Fig. 1: run 1, register map, names as in the netlist
(3 px per um) Other sequential cells in the stronger grey, the rest of the logic in the fainter grey.
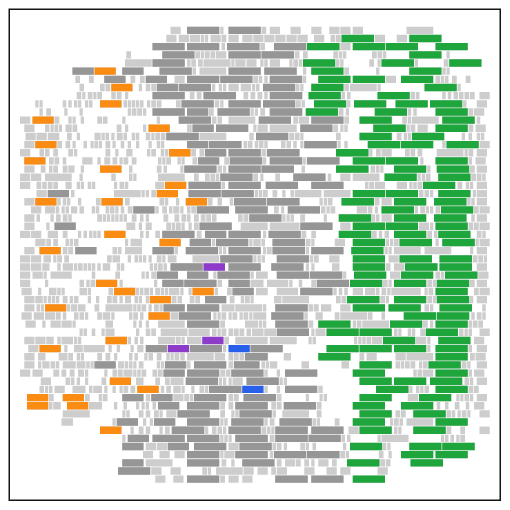
Fig. 2: run 1, track usage over the die
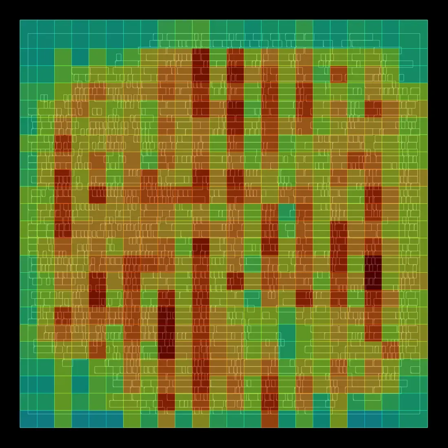
Fig. 3: run 1, routed clock nets over the placement
(3 px per um)
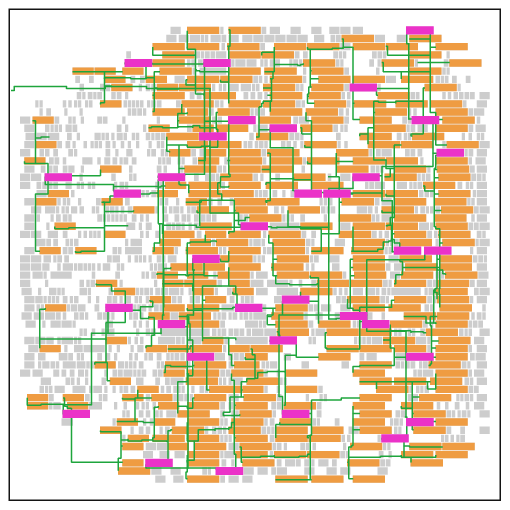
===== src/rtl/instr_fetch_unit.sv =====
// Fetch stage: program counter, instruction-cache request port, fetch buffer
// toward decode, and redirect handling with discard of a stale in-flight
// response.
// Optional build macro FETCH_PERF_CNT_EN adds saturating fetch/stall counters.
module instr_fetch_unit #(
  parameter int                    ADDR_WIDTH = 32,
  parameter int                    WORD_WIDTH = 32,
  parameter logic [ADDR_WIDTH-1:0] RESET_PC   = '0,
  parameter int                    FIFO_DEPTH = 4,
  parameter int                    LOG2_DEPTH = 2
) (
  input  logic                  clk,
  input  logic                  rst,
  output logic                  cache_req,
  output logic [ADDR_WIDTH-1:0] cache_addr,
  input  logic                  cache_valid,
  input  logic [WORD_WIDTH-1:0] cache_data,
  input  logic                  redirect_valid,
  input  logic [ADDR_WIDTH-1:0] redirect_pc,
  output logic                  ins_valid,
  output logic [WORD_WIDTH-1:0] ins_data,
  output logic [ADDR_WIDTH-1:0] ins_pc,
  input  logic                  ins_ready
`ifdef FETCH_PERF_CNT_EN
  ,
  output logic [31:0]           perf_fetch_cnt,
  output logic [31:0]           perf_stall_cnt
`endif
);

  localparam logic [LOG2_DEPTH:0]   DEPTH_C    = (LOG2_DEPTH + 1)'(FIFO_DEPTH);
  localparam logic [ADDR_WIDTH-1:0] ALIGN_MASK = ~ADDR_WIDTH'(3);
  localparam logic [ADDR_WIDTH-1:0] PC_STEP    = ADDR_WIDTH'(4);

  typedef enum logic {
    S_IDLE,
    S_WAIT
  } state_t;

  state_t                  r_state;
  logic [ADDR_WIDTH-1:0]   r_pc;
  logic                    r_stale;
  logic                    r_cache_req;
  logic [ADDR_WIDTH-1:0]   r_cache_addr;

  logic [WORD_WIDTH-1:0]   r_mem_data [FIFO_DEPTH];
  logic [ADDR_WIDTH-1:0]   r_mem_pc   [FIFO_DEPTH];
  logic [LOG2_DEPTH-1:0]   r_wr_ptr;
  logic [LOG2_DEPTH-1:0]   r_rd_ptr;
  logic [LOG2_DEPTH:0]     r_count;

  logic                    w_redir_en;
  logic [ADDR_WIDTH-1:0]   w_redir_pc;
  logic                    w_issue;
  logic                    w_accept;
  logic                    w_push;
  logic                    w_pop;
  logic                    w_not_empty;

  // Redirect target is always word aligned; low bits are simply cleared.
  assign w_redir_en  = redirect_valid;
  assign w_redir_pc  = redirect_pc & ALIGN_MASK;
  assign w_not_empty = (r_count != '0);

  // Issue only when the buffer has room, so an accepted response always fits.
  assign w_issue  = (r_state == S_IDLE) && !w_redir_en && (r_count < DEPTH_C);
  assign w_accept = (r_state == S_WAIT) && cache_valid;
  // A redirect in the accept cycle discards the word: it belongs to the old stream.
  assign w_push   = w_accept && !r_stale && !w_redir_en;
  // Redirect flushes the buffer, so a pop in the same cycle is meaningless.
  assign w_pop    = w_not_empty && ins_ready && !w_redir_en;

  assign cache_req  = r_cache_req;
  assign cache_addr = r_cache_addr;
  assign ins_valid  = w_not_empty;
  assign ins_data   = w_not_empty ? r_mem_data[r_rd_ptr] : '0;
  assign ins_pc     = w_not_empty ? r_mem_pc[r_rd_ptr]   : '0;

  // Fetch FSM: PC, stale tracking and registered cache request/address.
  always_ff @(posedge clk) begin
    if (rst) begin
      r_state      <= S_IDLE;
      r_pc         <= RESET_PC;
      r_stale      <= 1'b0;
      r_cache_req  <= 1'b0;
      r_cache_addr <= RESET_PC;
    end else begin
      r_cache_req <= 1'b0;
      case (r_state)
        S_IDLE: begin
          if (w_redir_en) begin
            r_pc <= w_redir_pc;
          end else if (w_issue) begin
            r_cache_req  <= 1'b1;
            r_cache_addr <= r_pc;
            r_state      <= S_WAIT;
          end
        end
        S_WAIT: begin
          if (cache_valid) begin
            // Transaction closes; any stale marker is consumed by this response.
            r_state <= S_IDLE;
            r_stale <= 1'b0;
            if (w_redir_en) begin
              r_pc <= w_redir_pc;
            end else if (!r_stale) begin
              r_pc <= r_pc + PC_STEP;
            end
          end else if (w_redir_en) begin
            // The outstanding cache access cannot be cancelled; drop it on return.
            r_pc    <= w_redir_pc;
            r_stale <= 1'b1;
          end
        end
        default: r_state <= S_IDLE;
      endcase
    end
  end

  // Fetch buffer pointers and occupancy; redirect empties the buffer.
  always_ff @(posedge clk) begin
    if (rst || w_redir_en) begin
      r_wr_ptr <= '0;
      r_rd_ptr <= '0;
      r_count  <= '0;
    end else begin
      if (w_push) r_wr_ptr <= r_wr_ptr + 1'b1;
      if (w_pop)  r_rd_ptr <= r_rd_ptr + 1'b1;
      case ({w_push, w_pop})
        2'b10:   r_count <= r_count + 1'b1;
        2'b01:   r_count <= r_count - 1'b1;
        default: r_count <= r_count;
      endcase
    end
  end

  // Fetch buffer storage: instruction word with the address it came from.
  always_ff @(posedge clk) begin
    if (w_push) begin
      r_mem_data[r_wr_ptr] <= cache_data;
      r_mem_pc[r_wr_ptr]   <= r_cache_addr;
    end
  end

`ifdef FETCH_PERF_CNT_EN
  function automatic logic [31:0] sat_inc(input logic [31:0] v);
    return (v == 32'hFFFF_FFFF) ? v : v + 32'd1;
  endfunction

  logic [31:0] r_perf_fetch;
  logic [31:0] r_perf_stall;

  // Count delivered fetches and cycles spent waiting on the cache.
  always_ff @(posedge clk) begin
    if (rst) begin
      r_perf_fetch <= '0;
      r_perf_stall <= '0;
    end else begin
      if (w_push) r_perf_fetch <= sat_inc(r_perf_fetch);
      if ((r_state == S_WAIT) && !cache_valid) r_perf_stall <= sat_inc(r_perf_stall);
    end
  end

  assign perf_fetch_cnt = r_perf_fetch;
  assign perf_stall_cnt = r_perf_stall;
`else
  // Counters are not built in this configuration.
`endif

endmodule


===== config.mk =====
export PLATFORM = sky130hd
export DESIGN_NAME = instr_fetch_unit
export DESIGN_NICKNAME = d
export VERILOG_FILES = /design/src/rtl/instr_fetch_unit.sv
export SDC_FILE = /design/constraint.sdc
export NUM_CORES = 1
export LEC_CHECK = 0
export ABC_AREA = 1
export CORE_MARGIN = 3
export CORE_UTILIZATION = 56
export DETAILED_ROUTE_END_ITERATION = 6
export PLACE_DENSITY = 0.91
export SLEW_MARGIN = 30
export SYNTH_ARGS = -nofsm -noshare
export SYNTH_HDL_FRONTEND = slang
export SYNTH_SLANG_ARGS = --single-unit

===== constraint.sdc =====
create_clock -name clk -period 5.5 [get_ports clk]
set_input_delay 0.55 -clock clk [delete_from_list [all_inputs] [get_ports clk]]
set_output_delay 0.55 -clock clk [all_outputs]
set_load 0.02 [all_outputs]

==> notes.md, run 1 <==
* Max Clock Skew: 0.0216 ns
* tool warnings: 31
* DRC viols: 0
* count of buffers not belonging to the clock network in the layout: 181
* outcome: completed
* iteration count of the initial detailed-routing pass: 5
* top cell family by delay on the critical path: buffers and inverters
* maximum number of pins on one net before global-route repair: 91
* clock tree buffer count of the final layout: 43
* max incr delay on CP: 0.74 ns
* well-tap cell count: 319
* DR vias/cell: 5.79
* multi-input combinational cell area: 0.00408 mm2
* EDFF count, synth: 256
* share of the synthesized area in the top cell type: 55.6%
* number of distinct library cell variants in the gate-level netlist after synthesis: 39
* Worst setup SP type: register
* number of diodes added for antenna fixing: 0
* final period demand of the worst path: 4.17 ns
* crit path cell chain: clkinv_2 > buf_4 > o21ai_0 > a21oi_1 > clkdlybuf4s50_1
* Switching Share: 21.9%
* Int Power: 4.15 mW
* count of synthesis-stage warnings from yosys: 0
* CP max FO: 65
* routed wire length on met3: 2850 um
* worst voltage drop across the vdd grid: 0.000219 V
* detailed-placement wirelength estimate: 20900 um
* core area: 0.0239 mm2
* Simple Share, Synth: 15.2%
* biggest area cells: sky130_fd_sc_hd__edfxtp_1 (56%), sky130_fd_sc_hd__dfxtp_1 (11%), sky130_fd_sc_hd__nor2_1 (9.4%)
* design area: 0.0168 mm2
* post-synthesis xor/xnor area fraction: 0.253%
* synthesized netlist net count: 1432
* combinational power: 0.332 mW
-- Fig. 1 (at the start) --
legend:
  green:
    signal: `r_mem_data`
    sequential_cells: 128
    where: a vertical strip on the right
  purple:
    signal: `r_count`
    sequential_cells: 3
  orange:
    signal: `r_pc`
    sequential_cells: 32
  blue:
    signal: `r_rd_ptr`
    sequential_cells: 2
not coloured: 167

-- Fig. 2 (at the start) --
met3 demand-to-capacity share in global routing: 4.16%
mean routed wirelength per cell: 19.0 um
met2 demand-to-capacity share in global routing: 44.2%
final core utilization: 70.5%
Global Route met1 Usage: 34.7%

-- Fig. 3 (at the start) --
legend:
  green:
    item: clock wires
    length: 3490 um
  orange:
    item: flip-flops
    count: 332
  magenta:
    item: clock drivers
    count: 34
flops lie: widely spread
routed clock nets: 35

## run 1: cell usage after synthesis (2+ instances only)
cell,count
sky130_fd_sc_hd__nor2_1,347
sky130_fd_sc_hd__edfxtp_1,256
sky130_fd_sc_hd__o21ai_0,190
sky130_fd_sc_hd__a21oi_1,136
sky130_fd_sc_hd__nand2_1,114
sky130_fd_sc_hd__dfxtp_1,76
sky130_fd_sc_hd__inv_1,65
sky130_fd_sc_hd__clkbuf_1,34
sky130_fd_sc_hd__nand3_1,31
sky130_fd_sc_hd__buf_2,19
sky130_fd_sc_hd__buf_1,14
sky130_fd_sc_hd__nand4_1,10
sky130_fd_sc_hd__nor3_1,7
sky130_fd_sc_hd__ha_1,6
sky130_fd_sc_hd__o211ai_1,6
sky130_fd_sc_hd__inv_2,5
sky130_fd_sc_hd__o21ai_1,4
sky130_fd_sc_hd__xor2_1,4
sky130_fd_sc_hd__a31oi_1,3
sky130_fd_sc_hd__o31ai_1,3
sky130_fd_sc_hd__a211oi_2,2
sky130_fd_sc_hd__buf_4,2
sky130_fd_sc_hd__buf_6,2
sky130_fd_sc_hd__clkbuf_2,2
sky130_fd_sc_hd__clkinv_1,2
sky130_fd_sc_hd__nor2_8,2
sky130_fd_sc_hd__nor3_2,2
## run 1: cell usage in the layout, fill, tap and decap left out, types with 3 or more instances in the layout
cell type | netlist | routed
sky130_fd_sc_hd__dfxtp_1 | 76 | 74
sky130_fd_sc_hd__clkinv_2 | 0 | 4
sky130_fd_sc_hd__clkbuf_1 | 34 | 6
sky130_fd_sc_hd__a31oi_1 | 3 | 3
sky130_fd_sc_hd__a21oi_1 | 136 | 136
sky130_fd_sc_hd__nand3_1 | 31 | 31
sky130_fd_sc_hd__xor2_1 | 4 | 4
sky130_fd_sc_hd__clkbuf_16 | 0 | 36
sky130_fd_sc_hd__o211ai_1 | 6 | 6
sky130_fd_sc_hd__nand2_1 | 114 | 114
sky130_fd_sc_hd__inv_1 | 65 | 65
sky130_fd_sc_hd__o31ai_1 | 3 | 3
sky130_fd_sc_hd__inv_2 | 5 | 4
sky130_fd_sc_hd__nor2_1 | 347 | 343
sky130_fd_sc_hd__nand4_1 | 10 | 10
sky130_fd_sc_hd__buf_4 | 2 | 13
sky130_fd_sc_hd__edfxtp_1 | 256 | 256
sky130_fd_sc_hd__o21ai_0 | 190 | 190
sky130_fd_sc_hd__o21ai_1 | 4 | 4
sky130_fd_sc_hd__nor2_4 | 1 | 5
sky130_fd_sc_hd__clkinv_1 | 2 | 5
sky130_fd_sc_hd__nor3_1 | 7 | 6
sky130_fd_sc_hd__ha_1 | 6 | 6
sky130_fd_sc_hd__clkdlybuf4s50_1 | 0 | 164
## run 1: final timing paths
| check | startpoint | end | slack, ns |
|---|---|---|---|
| max | register | ins_data[18] | 1.33 |
| max reg2reg | r_state | r_mem_pc[2][26] | 2.75 |
| min | r_pc[1] | r_pc[1] | 0.44 |
| min reg2reg | r_pc[1] | r_pc[1] | 0.44 |
==> run 1 -> run 2 <==
--- a/config.mk
+++ b/config.mk
@@ -7,9 +7,9 @@
 export LEC_CHECK = 0
 export ABC_AREA = 1
 export CORE_MARGIN = 3
-export CORE_UTILIZATION = 56
+export CORE_UTILIZATION = 50
 export DETAILED_ROUTE_END_ITERATION = 6
-export PLACE_DENSITY = 0.91
+export PLACE_DENSITY = 0.87
 export SLEW_MARGIN = 30
 export SYNTH_ARGS = -nofsm -noshare
 export SYNTH_HDL_FRONTEND = slang
==> constraint.sdc (replaced) <==
create_clock -name clk -period 3.46 [get_ports clk]
set_input_delay 0.346 -clock clk [delete_from_list [all_inputs] [get_ports clk]]
set_output_delay 0.346 -clock clk [all_outputs]
set_load 0.02 [all_outputs]
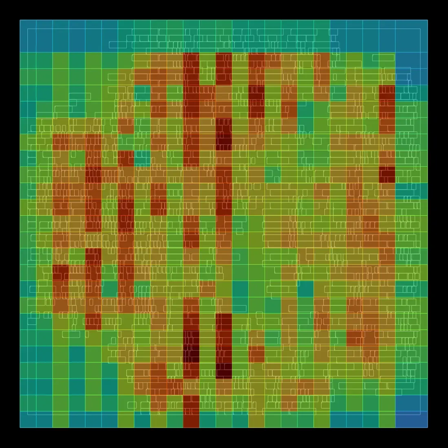
Fig. 4. Track usage over the die (run 2).
met2 demand-to-capacity share in global routing: 38.4%
global routing's busiest layer: met2
final core utilization: 62.8%

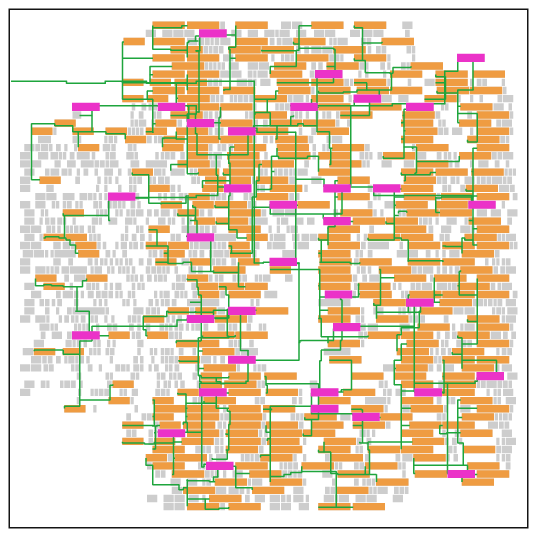
Fig. 5. Routed clock nets over the placement (run 2).
(3 px per um)
legend:
  orange:
    item: flip-flops
    count: 332
  green:
    item: clock wires
    length: 3530 um
  magenta:
    item: clock drivers
    count: 35
flops lie: widely spread
routed clock nets: 36

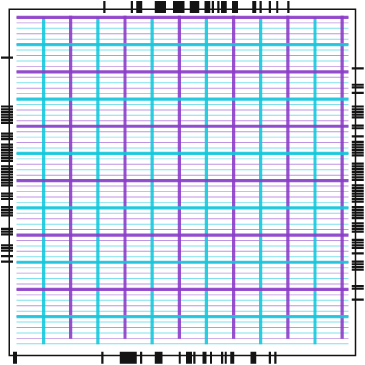
Fig. 6. Power grid (run 2).
(2 px per um) Pins as bars on the die edge.
legend:
  purple:
    net: VDD
  cyan:
    net: VSS
met4 straps: 12
met5 straps: 12
met1 rails: 61

==> notes.md, run 2 <==
* Max Clock Skew: 0.00974 ns, -0.0118 ns
* synthesized netlist net count: 1432, unchanged
* detailed-placement wirelength estimate: 21000 um, +0.72%
* biggest area cells: sky130_fd_sc_hd__edfxtp_1 (56%), sky130_fd_sc_hd__dfxtp_1 (11%), sky130_fd_sc_hd__nor2_1 (9.4%)
* iteration count of the initial detailed-routing pass: 5, unchanged
* minimum setup slack among reg-to-reg paths: 0.96 ns, -1.79 ns
* EDFF count, synth: 256, unchanged
* worst voltage drop across the vdd grid: 0.000286 V, +30%
* design area: 0.0170 mm2, +1.0%
* tool warnings: 32, +3.2%
* CP max FO: 40, -38%
* mean routed wirelength per cell: 17.9 um, -5.9%
* Simple Share, Synth: 15.2%, unchanged
* most common library cells after synthesis: sky130_fd_sc_hd__nor2_1 (347), sky130_fd_sc_hd__edfxtp_1 (256), sky130_fd_sc_hd__o21ai_0 (190)
* outcome: completed
* DRC viols: 0, unchanged
* Worst setup SP type: register
* count of synthesis-stage warnings from yosys: 0, unchanged
* final period demand of the worst path: 3.16 ns
* core area: 0.0271 mm2, +13%
run 2: logic make-up after synthesis:
group,Yosys count
AND-OR/OR-AND,348
XOR/XNOR,4
adder cells (fa/ha/maj),7
buffers and inverters,145
flip-flops,332
AND/OR/NAND/NOR,520
run 2: metal layers:
layer | global-route usage (%) | routed length (um) | vias up
met4 | 6.66 | 497 | 0
li1 | - | - | 4987
met2 | 38.4 | 16800 | 432
met1 | 29.2 | 14100 | 4918
met5 | 0 | 0 | -
met3 | 4.30 | 2710 | 42
run 2: final timing paths:
| path | startpoint | end | cells past startpoint |
|---|---|---|---|
| worst max-delay path | register | ins_pc[16] | 6 |
| worst min-delay path | r_pc[0] | r_pc[0] | 2 |
| worst max register to register | r_state | r_count[2] | 12 |
| worst min register to register | r_pc[0] | r_pc[0] | 2 |
run 2: cell type report:
| type | instances | area, um2 | area share, % |
|---|---|---|---|
| Sequential cell | 332 | 9210 | 54.2 |
| Multi-Input combinational cell | 879 | 4080 | 24.0 |
| Timing Repair Buffer | 187 | 1840 | 10.8 |
| Clock buffer | 39 | 922 | 5.42 |
| Tap cell | 372 | 465 | 2.74 |
| Inverter | 72 | 273 | 1.60 |
| Clock inverter | 25 | 218 | 1.28 |
run 2: through the flow:
stage | setup slack, ns | setup TNS [ns] | cells
finish | 0.302 | 0 | 1906
floorplan | -0.651 | -166.58 | 1356
CTS | 0.168 | 0 | 1906
global placement | 0.629 | 0 | 1842
detailed placement | 0.640 | 0 | 1842
global route | 0.130 | 0 | 1906
run 2: where the power goes:
part	leakage [nW]	total [mW]	internal (mW)	switching (mW)
Combinational	2.45	0.527	0.225	0.302
Sequential	2.97	4.48	4.38	0.0991
Clock	0.566	3.65	2.16	1.49
Total	5.98	8.66	6.76	1.89
run 2: worst max-delay path, stage by stage, from the launching register on:
cell and delay, ns:
sky130_fd_sc_hd__dfxtp_4 0.59, sky130_fd_sc_hd__buf_4 0.47, sky130_fd_sc_hd__nor2_1 0.10, sky130_fd_sc_hd__nor2_1 0.10
sky130_fd_sc_hd__o21ai_0 0.11, sky130_fd_sc_hd__a21oi_1 0.25, sky130_fd_sc_hd__clkdlybuf4s50_1 0.67
Power is estimated from default activity; no workload was simulated.
